$ cat src/rtl/mac_err_pkg.sv
// Shared types and constants for the MAC error monitor: FSM states,
// accumulator/counter widths and the saturating-increment helper.
package mac_err_pkg;

    localparam int ACC_W = 40;
    localparam int CNT_W = 16;
    localparam int THR_W = 32;

    localparam logic [CNT_W-1:0] CNT_MAX = {CNT_W{1'b1}};

    typedef enum logic [1:0] {
        ST_IDLE    = 2'd0,
        ST_ACC     = 2'd1,
        ST_ALARM   = 2'd2,
        ST_ILLEGAL = 2'd3
    } state_e;

    function automatic logic [CNT_W-1:0] sat_inc(input logic [CNT_W-1:0] cnt,
                                                 input logic            en);
        return (en && (cnt != CNT_MAX)) ? cnt + 1'b1 : cnt;
    endfunction

endpackage

$ cat src/rtl/mac_abs_diff.sv
// Clamped |golden - test| over sign-extended 40-bit operands, plus the
// strict "greater than threshold" mismatch flag.
module mac_abs_diff
    import mac_err_pkg::*;
(
    input  logic [ACC_W-1:0] golden,
    input  logic [ACC_W-1:0] test,
    input  logic [THR_W-1:0] threshold,
    output logic [ACC_W-1:0] abs_diff,
    output logic             mismatch
);

    logic signed [ACC_W:0] diff;
    logic        [ACC_W:0] mag;

    always_comb begin
        diff     = $signed({golden[ACC_W-1], golden}) - $signed({test[ACC_W-1], test});
        mag      = diff[ACC_W] ? $unsigned(-diff) : $unsigned(diff);
        // Magnitude of a 41-bit negative can need bit 40; saturate instead of wrapping.
        abs_diff = mag[ACC_W] ? {ACC_W{1'b1}} : mag[ACC_W-1:0];
        mismatch = abs_diff > {{(ACC_W-THR_W){1'b0}}, threshold};
    end

endmodule

$ cat src/rtl/mac_err_monitor.sv
// Compares the TCB and TCB-shift MAC accumulators against the exact MAC,
// keeping mismatch statistics and an alarm FSM driven by the shift path.
module mac_err_monitor
    import mac_err_pkg::*;
#(
    parameter int MAC_LAT   = 4,
    parameter int ALARM_LIM = 8
) (
    input  logic             clk,
    input  logic             rst,
    input  logic             clk_en,
    input  logic             ce,
    input  logic             sload,
    input  logic [ACC_W-1:0] mac_out,
    input  logic [ACC_W-1:0] mac_tcb_out,
    input  logic [ACC_W-1:0] mac_tcb_shift_out,
    input  logic [THR_W-1:0] constant_threshold,
    input  logic             clr,
    output logic             sample_valid,
    output logic [CNT_W-1:0] err_tcb_cnt,
    output logic [CNT_W-1:0] err_shift_cnt,
    output logic [ACC_W-1:0] max_err_shift,
    output logic [CNT_W-1:0] win_cnt,
    output logic             alarm,
    output logic [1:0]       state
);

    localparam logic [CNT_W-1:0] LIM = CNT_W'(ALARM_LIM);

    logic [MAC_LAT-1:0] v_line;
    logic [MAC_LAT-1:0] s_line;
    logic               v_d;
    logic               s_d;
    logic               sample;

    state_e             state_q, state_d;
    logic [CNT_W-1:0]   tcb_q, tcb_d;
    logic [CNT_W-1:0]   shift_q, shift_d;
    logic [CNT_W-1:0]   win_q, win_d;
    logic [ACC_W-1:0]   max_q, max_d;

    logic [ACC_W-1:0]   abs_tcb;
    logic [ACC_W-1:0]   abs_shift;
    logic               mis_tcb;
    logic               mis_shift;
    logic               unused_abs_tcb;

    assign v_d    = v_line[MAC_LAT-1];
    assign s_d    = s_line[MAC_LAT-1];
    assign sample = clk_en & v_d;

    mac_abs_diff u_diff_tcb (
        .golden    (mac_out),
        .test      (mac_tcb_out),
        .threshold (constant_threshold),
        .abs_diff  (abs_tcb),
        .mismatch  (mis_tcb)
    );

    mac_abs_diff u_diff_shift (
        .golden    (mac_out),
        .test      (mac_tcb_shift_out),
        .threshold (constant_threshold),
        .abs_diff  (abs_shift),
        .mismatch  (mis_shift)
    );

    // Only the TCB mismatch flag is tracked; its magnitude is not reported.
    assign unused_abs_tcb = ^abs_tcb;

    // Control pipe aligning ce/sload with the MAC accumulator outputs.
    // NOTE: sequential state uses non-blocking (<=) so every stage samples the
    // pre-edge value of its neighbour; blocking here would collapse the pipe.
    // NOTE: the delay line is a shift register of flops, not a RAM, so it is
    // reset to discard samples that were in flight when reset arrived.
    always_ff @(posedge clk or negedge rst) begin
        if (!rst) begin
            v_line <= '0;
            s_line <= '0;
        end else if (clk_en) begin
            v_line[0] <= ce;
            s_line[0] <= sload;
            for (int i = 1; i < MAC_LAT; i++) begin
                v_line[i] <= v_line[i-1];
                s_line[i] <= s_line[i-1];
            end
        end
    end

    // NOTE: every output of this block gets a default first so no path leaves
    // a variable unassigned, which would otherwise infer a latch.
    always_comb begin
        state_d = state_q;
        tcb_d   = tcb_q;
        shift_d = shift_q;
        win_d   = win_q;
        max_d   = max_q;

        if (sample) begin
            tcb_d   = sat_inc(tcb_q, mis_tcb);
            shift_d = sat_inc(shift_q, mis_shift);
            win_d   = sat_inc(win_q, s_d && (state_q != ST_IDLE));
            if (abs_shift > max_q) begin
                max_d = abs_shift;
            end
        end

        case (state_q)
            ST_IDLE:  if (sample && s_d)               state_d = ST_ACC;
            ST_ACC:   if (sample && (shift_d >= LIM))  state_d = ST_ALARM;
            ST_ALARM: state_d = ST_ALARM;
            default:  state_d = ST_IDLE;
        endcase

        // Clear overrides any coincident sample; the delay line is untouched.
        if (clr) begin
            state_d = ST_IDLE;
            tcb_d   = '0;
            shift_d = '0;
            win_d   = '0;
            max_d   = '0;
        end
    end

    always_ff @(posedge clk or negedge rst) begin
        if (!rst) begin
            state_q <= ST_IDLE;
            tcb_q   <= '0;
            shift_q <= '0;
            win_q   <= '0;
            max_q   <= '0;
        end else if (clk_en) begin
            state_q <= state_d;
            tcb_q   <= tcb_d;
            shift_q <= shift_d;
            win_q   <= win_d;
            max_q   <= max_d;
        end
    end

    // Pulse register is deliberately not gated so it drops to 0 while clk_en=0.
    always_ff @(posedge clk or negedge rst) begin
        if (!rst) begin
            sample_valid <= 1'b0;
        end else begin
            sample_valid <= sample;
        end
    end

    assign err_tcb_cnt   = tcb_q;
    assign err_shift_cnt = shift_q;
    assign max_err_shift = max_q;
    assign win_cnt       = win_q;
    assign alarm         = (state_q == ST_ALARM);
    assign state         = state_q;

endmodule

$ cat config.mk
export PLATFORM = sky130hd
export DESIGN_NAME = mac_err_monitor
export DESIGN_NICKNAME = d
export VERILOG_FILES = /design/src/rtl/mac_err_pkg.sv /design/src/rtl/mac_abs_diff.sv /design/src/rtl/mac_err_monitor.sv
export SDC_FILE = /design/constraint.sdc
export NUM_CORES = 1
export LEC_CHECK = 0
export ABC_CLOCK_PERIOD_IN_PS = 4400
export CAP_MARGIN = 10
export CELL_PAD_IN_SITES_DETAIL_PLACEMENT = 1
export CELL_PAD_IN_SITES_GLOBAL_PLACEMENT = 2
export CORE_MARGIN = 4
export CORE_UTILIZATION = 38
export CTS_CLUSTER_DIAMETER = 120
export CTS_CLUSTER_SIZE = 14
export DETAILED_ROUTE_END_ITERATION = 16
export DONT_BUFFER_PORTS = 1
export PLACE_DENSITY_LB_ADDON = 0.1
export REMOVE_ABC_BUFFERS = 1
export SYNTH_ARGS = -nofsm -noshare
export SYNTH_HDL_FRONTEND = slang
export SYNTH_SLANG_ARGS = --single-unit
export TNS_END_PERCENT = 30
$ cat constraint.sdc
create_clock -name clk -period 4.4 [get_ports clk]
set_clock_uncertainty 0.15 [all_clocks]
set_input_delay 1.1 -clock clk [delete_from_list [all_inputs] [get_ports clk]]
set_output_delay 1.1 -clock clk [all_outputs]
set_load 0.005 [all_outputs]
==> CHANGELOG.md, run 1 <==
### Changed

* EDFF count, synth at 0
* GP Congestion at 0.9431
* Max-slew violations at 0
* # setup viols final at ~74
* Max_slew headroom at between 20% and 30%
* Hold Vio Cnt, Final at 0
* Syn avg cell area at 7.319 um2
* H-tree levels at 3
* Unrepaired setup endpoints after global routing: true
* Hold Path Class: in -> async
* Tool warnings at 30
* Failing checks: setup timing
* Share of cells above drive strength 1 at around a third
* CORE AREA at 40,920 um2
* I/O pins at around 250
* Clk latency late pin at ~0.37 ns
* Slowest cell on crit path: or4_1
* Final std cells w/o fill at 3,385
* VDD IR-drop max at between 0.0002 and 0.00025 V
* Final nets at 3,201
* DR DRC count at 0
* Combinational power share at 69.5%
* Critical-path maximum fanout at 4
* Fmax at 0.1281 GHz
* Primary FF master, synth: dfrtp_1
* Final worst path period share at 177.5%
* FP Rows at 74
* Starting DRT DRC Count at between 900 and 1,000
* Buf/Inv on CP at 7
* Top cells by area: dfrtp_1 16%, ha_1 15%, a21oi_1 5.4%
* Area leader, netlist: dfrtp_1
* DRT Pass-1 Iters at 5
* Top logic family: AND-OR/OR-AND gates
* Max Buffers Root-to-Sink at 2
* Critical Path RT at 4.50 ns
* Post-synth ARST share at 100.0%
* Syn Inst Count at approximately 2,200
* Logic area at between 10,000 and 15,000 um2
* Setup ws final at -3.409 ns
* Crit. End Element: register
* Outcome: finished with violations
* Detailed Place HPWL at ~60 mm
* Initial antenna violation count at 0
* Clk sinks at 99
* Placed cells at roughly 3,300
* Sw Ratio at 43.67%
* Final ANT Viol Nets at 0
* Remaining Overflow, GRT at 0
## run 1: path summary, 6_finish.rpt
path / startpoint / to / slack [ns] / cells past startpoint
max in group asynchronous: rst / err_tcb_cnt[10] / 3.64 / 0
min in group clk: v_line[2] / v_line[3] / 0.35 / 2
max reg2reg: v_line[3] / state[1] / 0.74 / 13
min: rst / win_cnt[12] / 0.28 / 0
max: mac_out[0] / state[1] / -3.41 / 33
min reg2reg: v_line[2] / v_line[3] / 0.35 / 2
## run 1: state kept, by name, summed over array words and instances (netlist names)
register	count
max_err_shift	40
err_tcb_cnt	16
win_cnt	16
sample_valid	1
state	2
err_shift_cnt	16
s_line	4
v_line	4
## run 1: cell type report
type	count	share of cell area [%]
flip-flops and latches	99	10.60
multi-input cells	1763	56.43
repair buffers	769	25.52
clock buffers	9	0.9638
well taps	532	2.848
inverters	206	3.378
clock inverters	7	0.2570
## run 1: metal layers
layer / up-vias / track usage, % / share of wire (%)
met5: - / 0 / 0
met4: 0 / 9.640 / 3.4
met3: 125 / 3.320 / 4.3
met2: 458 / 55.55 / 51
met1: 9540 / 36.67 / 42
li1: 9296 / - / -
## run 1: power by group through the flow
stage               Clock (mW)  Combinational (mW)  Sequential (mW)
detailed placement           0                4.04             1.21
global route             0.828                4.93             1.22
finish                   0.778                4.50             1.20
CTS                      0.796                4.26             1.20
global placement             0                3.86             1.20
floorplan                    0                2.12             1.14
## run 1: synthesized netlist by cell type, types with 30 or more instances
cell type / count
o21ai_0: 107
a31oi_1: 36
a22o_1: 49
clkbuf_1: 63
nand2_1: 189
dfrtp_1: 99
nor3_1: 48
xor2_1: 43
inv_1: 205
or3_1: 30
o21a_1: 37
ha_1: 193
a21oi_1: 171
a21o_1: 62
nor2b_1: 30
nand4_1: 59
nand3_1: 51
nor2_1: 186
xnor2_1: 56
## run 1: repair_timing
item | CTS | global route
endpoints found under the hold margin | 0 | 0
resized | 162 | 86
setup buffers | 51 | 29
endpoints found under the setup margin | 74 | 74
hold buffers | 0 | 0
pin swaps | 104 | 96
gates cloned | 3 | 1
## run 1: stage by stage
stage	utilization (%)	TNS [ns]	total power, mW	cell area (um2)	setup slack, ns
after floorplan	-	-303.11	3.252	15390	-4.961
after global placement	52.10	-278.69	5.063	21320	-4.168
after detailed placement	52.10	-305.75	5.258	21320	-4.505
after CTS	55.66	-235.94	6.254	22780	-3.390
after global routing	57.10	-254.13	6.972	23370	-3.736
final	57.10	-231.18	6.478	23370	-3.409
## run 1: layout by cell type, fill, tap and decap left out, types with 16 or more instances in the layout
cell      instances
o21ai_1          27
inv_1           202
a21o_1           61
a21oi_2          26
o21ai_0          87
and2_1           21
xnor2_1          52
a22o_1           49
nand2_1         183
nor2b_1          27
nand3_1          46
or2_2            16
xor2_1           43
a31oi_1          31
o21a_1           37
and3_1           20
nor2_1          174
dfrtp_1          99
buf_4           742
nand4_1          59
o211ai_1         23
buf_6            19
a21oi_1         146
nor3_1           41
nand2b_1         25
or3_1            25
mux2i_1          17
ha_1            186
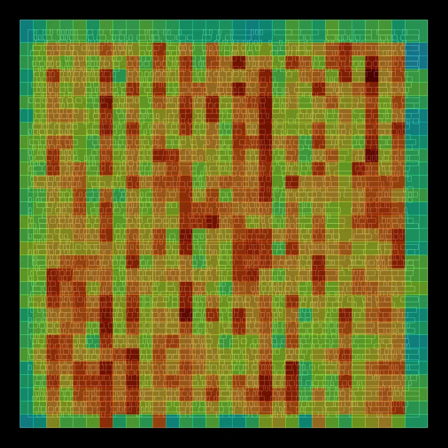
Fig. 1. Track usage over the die (run 1).
routed len/inst: 21.23 um
GR met3 Demand/Resource: 3.320%
Util after Layout: 57.10%
GRT busiest layer: met2

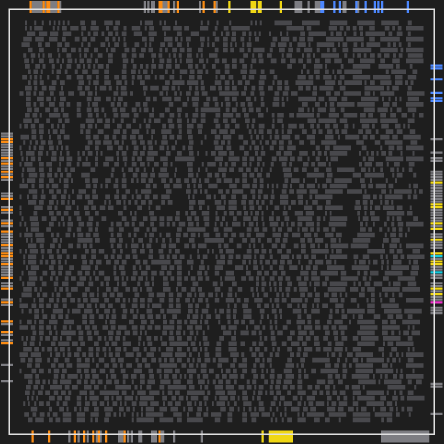
Fig. 2. Pin map (run 1).
Scale: 2 px per um. Pins as bars across the die edge, other pins in grey.
[blue] err_tcb_cnt | pins: 16 | direction: output | edge: 10 top, 6 right
[orange] mac_out | pins: 40 | direction: input | edge: 20 left, 11 top, 9 bottom
[cyan] state | pins: 2 | direction: output | edge: right
[yellow] constant_threshold | pins: 32 | direction: input | edge: 14 bottom, 11 right, 7 top
[magenta] sload | pins: 1 | direction: input | edge: right
Die Width: 211.8 um
Die Ht: 211.8 um
Port Buf Inserts: 0

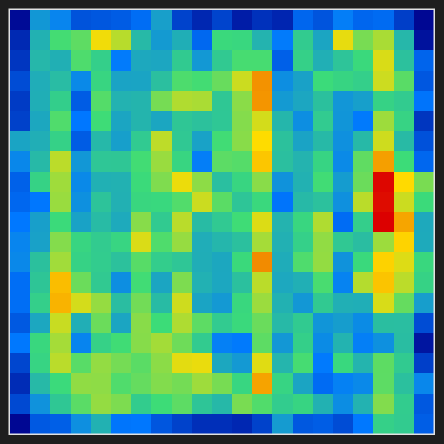
Fig. 3. Wire density map (run 1).
Scale: 2 px per um. 21 x 21 tiles, from dark blue (low) to red (high), scaled to the fullest tile. Values are wire area over tile area, all layers added.
fullest tile: 0.58
tiles over half the peak: 32%
nearly empty tiles: 0.50%
densest ninth of the die: right middle
mean over tiles: 0.25
Via Count: 19,420
final WL: 71.85 mm
GRT Util Overall: 30.18%

Fig. 4: run 1, M2 wires
Scale: 2 px per um.
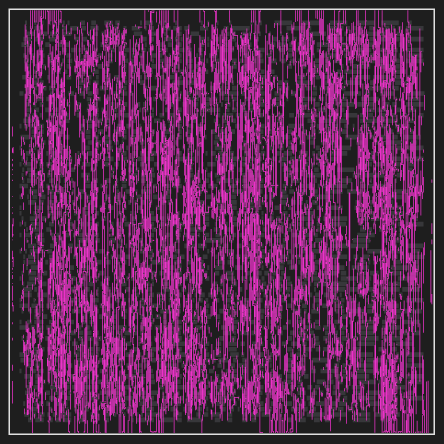

==> inputs of run 2 (changes only) <==
Settings changed: ABC_CLOCK_PERIOD_IN_PS 4400 to 7400, CTS_CLUSTER_SIZE 14 to 10.
Clock period 4.4 ns to 7.4 ns, I/O delays scaled along.
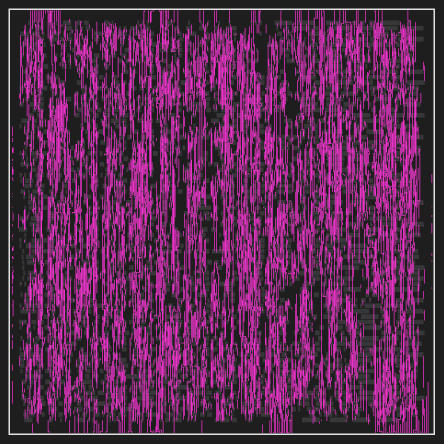
Fig. 5. M2 wires (run 2).
Scale: 2 px per um.
share of all routed wire: 49%
longest straight run: 103 um
nets with wire on the layer: 2,859
final WL: 71.52 mm
grt met2 use: 54.73%

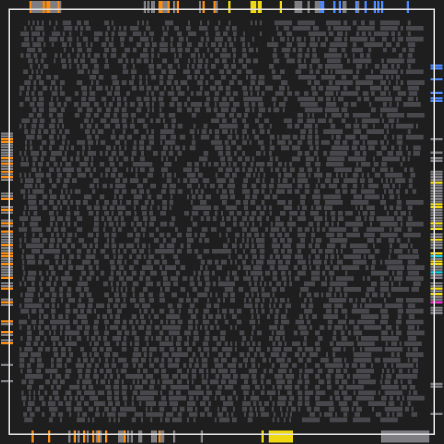
Fig. 6. Pin map (run 2).
Scale: 2 px per um. Pins as bars across the die edge, other pins in grey.
[blue] err_tcb_cnt | pins: 16 | direction: output | edge: 10 top, 6 right
[orange] mac_out | pins: 40 | direction: input | edge: 20 left, 11 top, 9 bottom
[magenta] sload | pins: 1 | direction: input | edge: right
[yellow] constant_threshold | pins: 32 | direction: input | edge: 14 bottom, 11 right, 7 top
[cyan] state | pins: 2 | direction: output | edge: right
all pins by edge: 68 bottom, 62 right, 61 top, 59 left

==> run 2 against run 1 <==
  * The flow still finishes with violations (setup timing)
  * Sequential share of layout area increased by 0.20 points
  * Non-clock buffer count is 84 lower
  * Sequential power fell by 41%
  * Critical path type unchanged
  * Critical endpoint unchanged
==> CHANGELOG.md, run 2 <==
### Changed

* Outcome: finished with violations (unchanged)
* Failing checks: setup timing (unchanged)
* Sw Ratio at 43.40% (was 43.67%)
* Top cells excl fill/tap: 655 x buf_4, 201 x inv_1, 184 x nand2_1, 178 x ha_1, 173 x nor2_1 (was 742 x buf_4, 202 x inv_1, 186 x ha_1, 183 x nand2_1, 174 x nor2_1)
* Hold Vio Cnt, Final at 0 (unchanged)
* Tool warnings at 30 (unchanged)
* Die Ht at 211.8 um (unchanged)
* Crit. End Element: register (unchanged)
* Share of cells above drive strength 1 at 33.44% (was 34.95%)
* Max Buffers Root-to-Sink at 2 (unchanged)
* Reg2Reg Depth at 13 (unchanged)
* Clock slew at reported path FFs at 0.07 ns (about the same)
* Final ANT Viol Nets at 0 (unchanged)
* Detailed Place HPWL at 58.14 mm (was 58.39 mm)
* Syn avg cell area at 7.319 um2 (unchanged)
* I/O pins at 250 (unchanged)
* Final std cells w/o fill at 3,304 (was 3,385)
* Combinational power share at 68.4% (was 69.5%)
* Primary FF master, synth: dfrtp_1 (unchanged)
* Clk latency late pin at 0.36 ns (was 0.37 ns)
* Max_slew headroom at 37.87% (was 27.18%)
* # setup viols final at 74 (unchanged)
* Final nets at 3,120 (was 3,201)
* Slowest cell on crit path: fa_2 (was or4_1)
* Starting DRT DRC Count at 1,080 (was 941)
* Chip area at 44,850 um2 (unchanged)
* Die Width at 211.8 um (unchanged)
* Synth top cells by count: 205 x inv_1, 193 x ha_1, 189 x nand2_1 (unchanged)
* Fmax at about 0.12 GHz
* GP Congestion at 0.9194 (was 0.9431)
* Area leader share at 15.70% (unchanged)
* EDFF count, synth at 0 (unchanged)
* CORE AREA at 40,920 um2 (unchanged)
* CTS tree: built (unchanged)
* Area leader, netlist: dfrtp_1 (unchanged)
* Routed len/inst at 21.65 um (was 21.23 um)
* Power Internal at 2.194 mW (was 3.649 mW)
* Hold Path Depth at 1
* Post-synth ARST share at 100.0% (unchanged)
* Max-slew violations at 0 (unchanged)
* DR DRC count at 0 (unchanged)
* Final worst path period share at 115.1%
* DRT Pass-1 Iters at 7 (was 5)
* Syn Inst Count at 2,156 (unchanged)
* Remaining Overflow, GRT at 0 (unchanged)
* Max reg flops at 40 (unchanged)
* FP Rows at 74 (unchanged)
* Hold Path Class: reg -> reg (was in -> async)
* Clk pwr share at 13.3% (was 12.0%)
* Synthesized cell area at 15,780 um2 (unchanged)
* H-tree levels at 3 (unchanged)
* Setup ws final at -1.119 ns (was -3.409 ns)
* Critical-path maximum fanout at 5 (was 4)
* Most frequent logic cell in the layout: buf_4 (unchanged)
* Top cells by area: dfrtp_1 16%, ha_1 15%, a21oi_1 5.4% (unchanged)
* Clk sinks at 99 (unchanged)
* Via Count at 19,150 (was 19,420)
* VDD IR-drop max at 0.0001098 V (was 0.0002321 V)
* Distinct cells, synth at 95 (unchanged)
* Max-Cap Viols at 0 (unchanged)
* Initial antenna violation count at 0 (unchanged)
* Unrepaired setup endpoints after global routing: true (unchanged)
* Critical Path RT at 7.49 ns (was 4.50 ns)
* Placed cells at 3,213 (was 3,295)
* Top-count cell post-synth: inv_1 (unchanged)
* Port Buf Inserts at 0 (unchanged)
* GRT Util Overall at 30.67% (was 30.18%)
* Yosys warning total at 0 (unchanged)
* Lkg Pwr at 10.91 nW (was 11.26 nW)
-- run 2: cell types whose count changed in the layout (fill, tap and decap cells not counted), moves of 4 or more --
cell     previous run  this run
o21ai_0            87        80
nor4_4              7         3
o21ai_1            27        32
buf_12              5         9
ha_1              186       178
a21oi_2            26        20
ha_4                5        11
and2_4              2         6
buf_4             742       655
-- run 2: power by group through the flow --
stage          sequential [mW]  clock, mW  combinational (mW)
2_1_floorplan            0.676          0                1.26
3_3_place_gp             0.715          0                2.24
3_5_place_dp             0.720          0                2.34
4_1_cts                  0.713      0.519                2.56
5_1_grt                  0.723      0.542                2.89
6_report                 0.713      0.514                2.65
-- run 2: worst paths after layout --
path	start	endpoint	slack (ns)
min	s_line[2]	s_line[3]	0.36
max in group asynchronous	rst	max_err_shift[30]	5.86
max	mac_out[0]	state[1]	-1.12
min in group asynchronous	rst	win_cnt[11]	1.03
max reg2reg	v_line[3]	state[1]	2.60
min reg2reg	s_line[2]	s_line[3]	0.36
-- run 2: cell type report --
cell class	instances	area, um2
Inverter	206	789.5
Multi-Input combinational cell	1766	13310
Tap cell	532	665.6
Fill cell	5049	17980
Clock buffer	10	229.0
Clock inverter	6	90.09
Sequential cell	99	2477
Timing Repair Buffer	685	5386
-- run 2: timing repair --
action,CTS,global route
hold buffers,0,0
pin swaps,145,56
setup endpoints to repair,74,74
cloned,9,0
setup buffers,55,20
gates resized,236,43
-- run 2: cells by family after synthesis --
kind of cell             count (synthesis)  synth area share [%]
AND-OR/OR-AND                          675                 29.30
XOR/XNOR                                99                 5.495
adder cells (fa/ha/maj)                195                 15.56
buffers and inverters                  294                 7.359
flip-flops                              99                 15.70
multiplexers                            26                 1.721
AND/OR/NAND/NOR                        768                 24.87
-- run 2: layer usage --
layer  share of wire (%)  GRT usage (%)
met2                  49          54.73
met3                 3.7          2.667
met5                   0              0
met4                 3.7          11.24
met1                  43          38.54
-- run 2: critical path: cells and delay by family --
kind	cells	cell delay [ns]
buffers and inverters	8	1.00
and+or+nand+nor	10	1.71
AOI/OAI and AO/OA	18	3.22
adders and majority gates	3	0.80
-- run 2: per-stage QoR --
| stage | setup slack, ns | total power [mW] | setup TNS [ns] | util (%) | area [um2] |
|---|---|---|---|---|---|
| after floorplan | -2.711 | 1.934 | -136.61 | - | 15390 |
| after global placement | -1.960 | 2.960 | -118.51 | 50.63 | 20720 |
| after detailed placement | -2.226 | 3.064 | -137.31 | 50.63 | 20720 |
| after CTS | -0.8734 | 3.788 | -46.27 | 55.29 | 22630 |
| after global routing | -1.422 | 4.153 | -81.26 | 56.06 | 22940 |
| final | -1.119 | 3.877 | -59.97 | 56.06 | 22940 |
Power figures rest on the tool's default switching activity, not on a simulated workload.
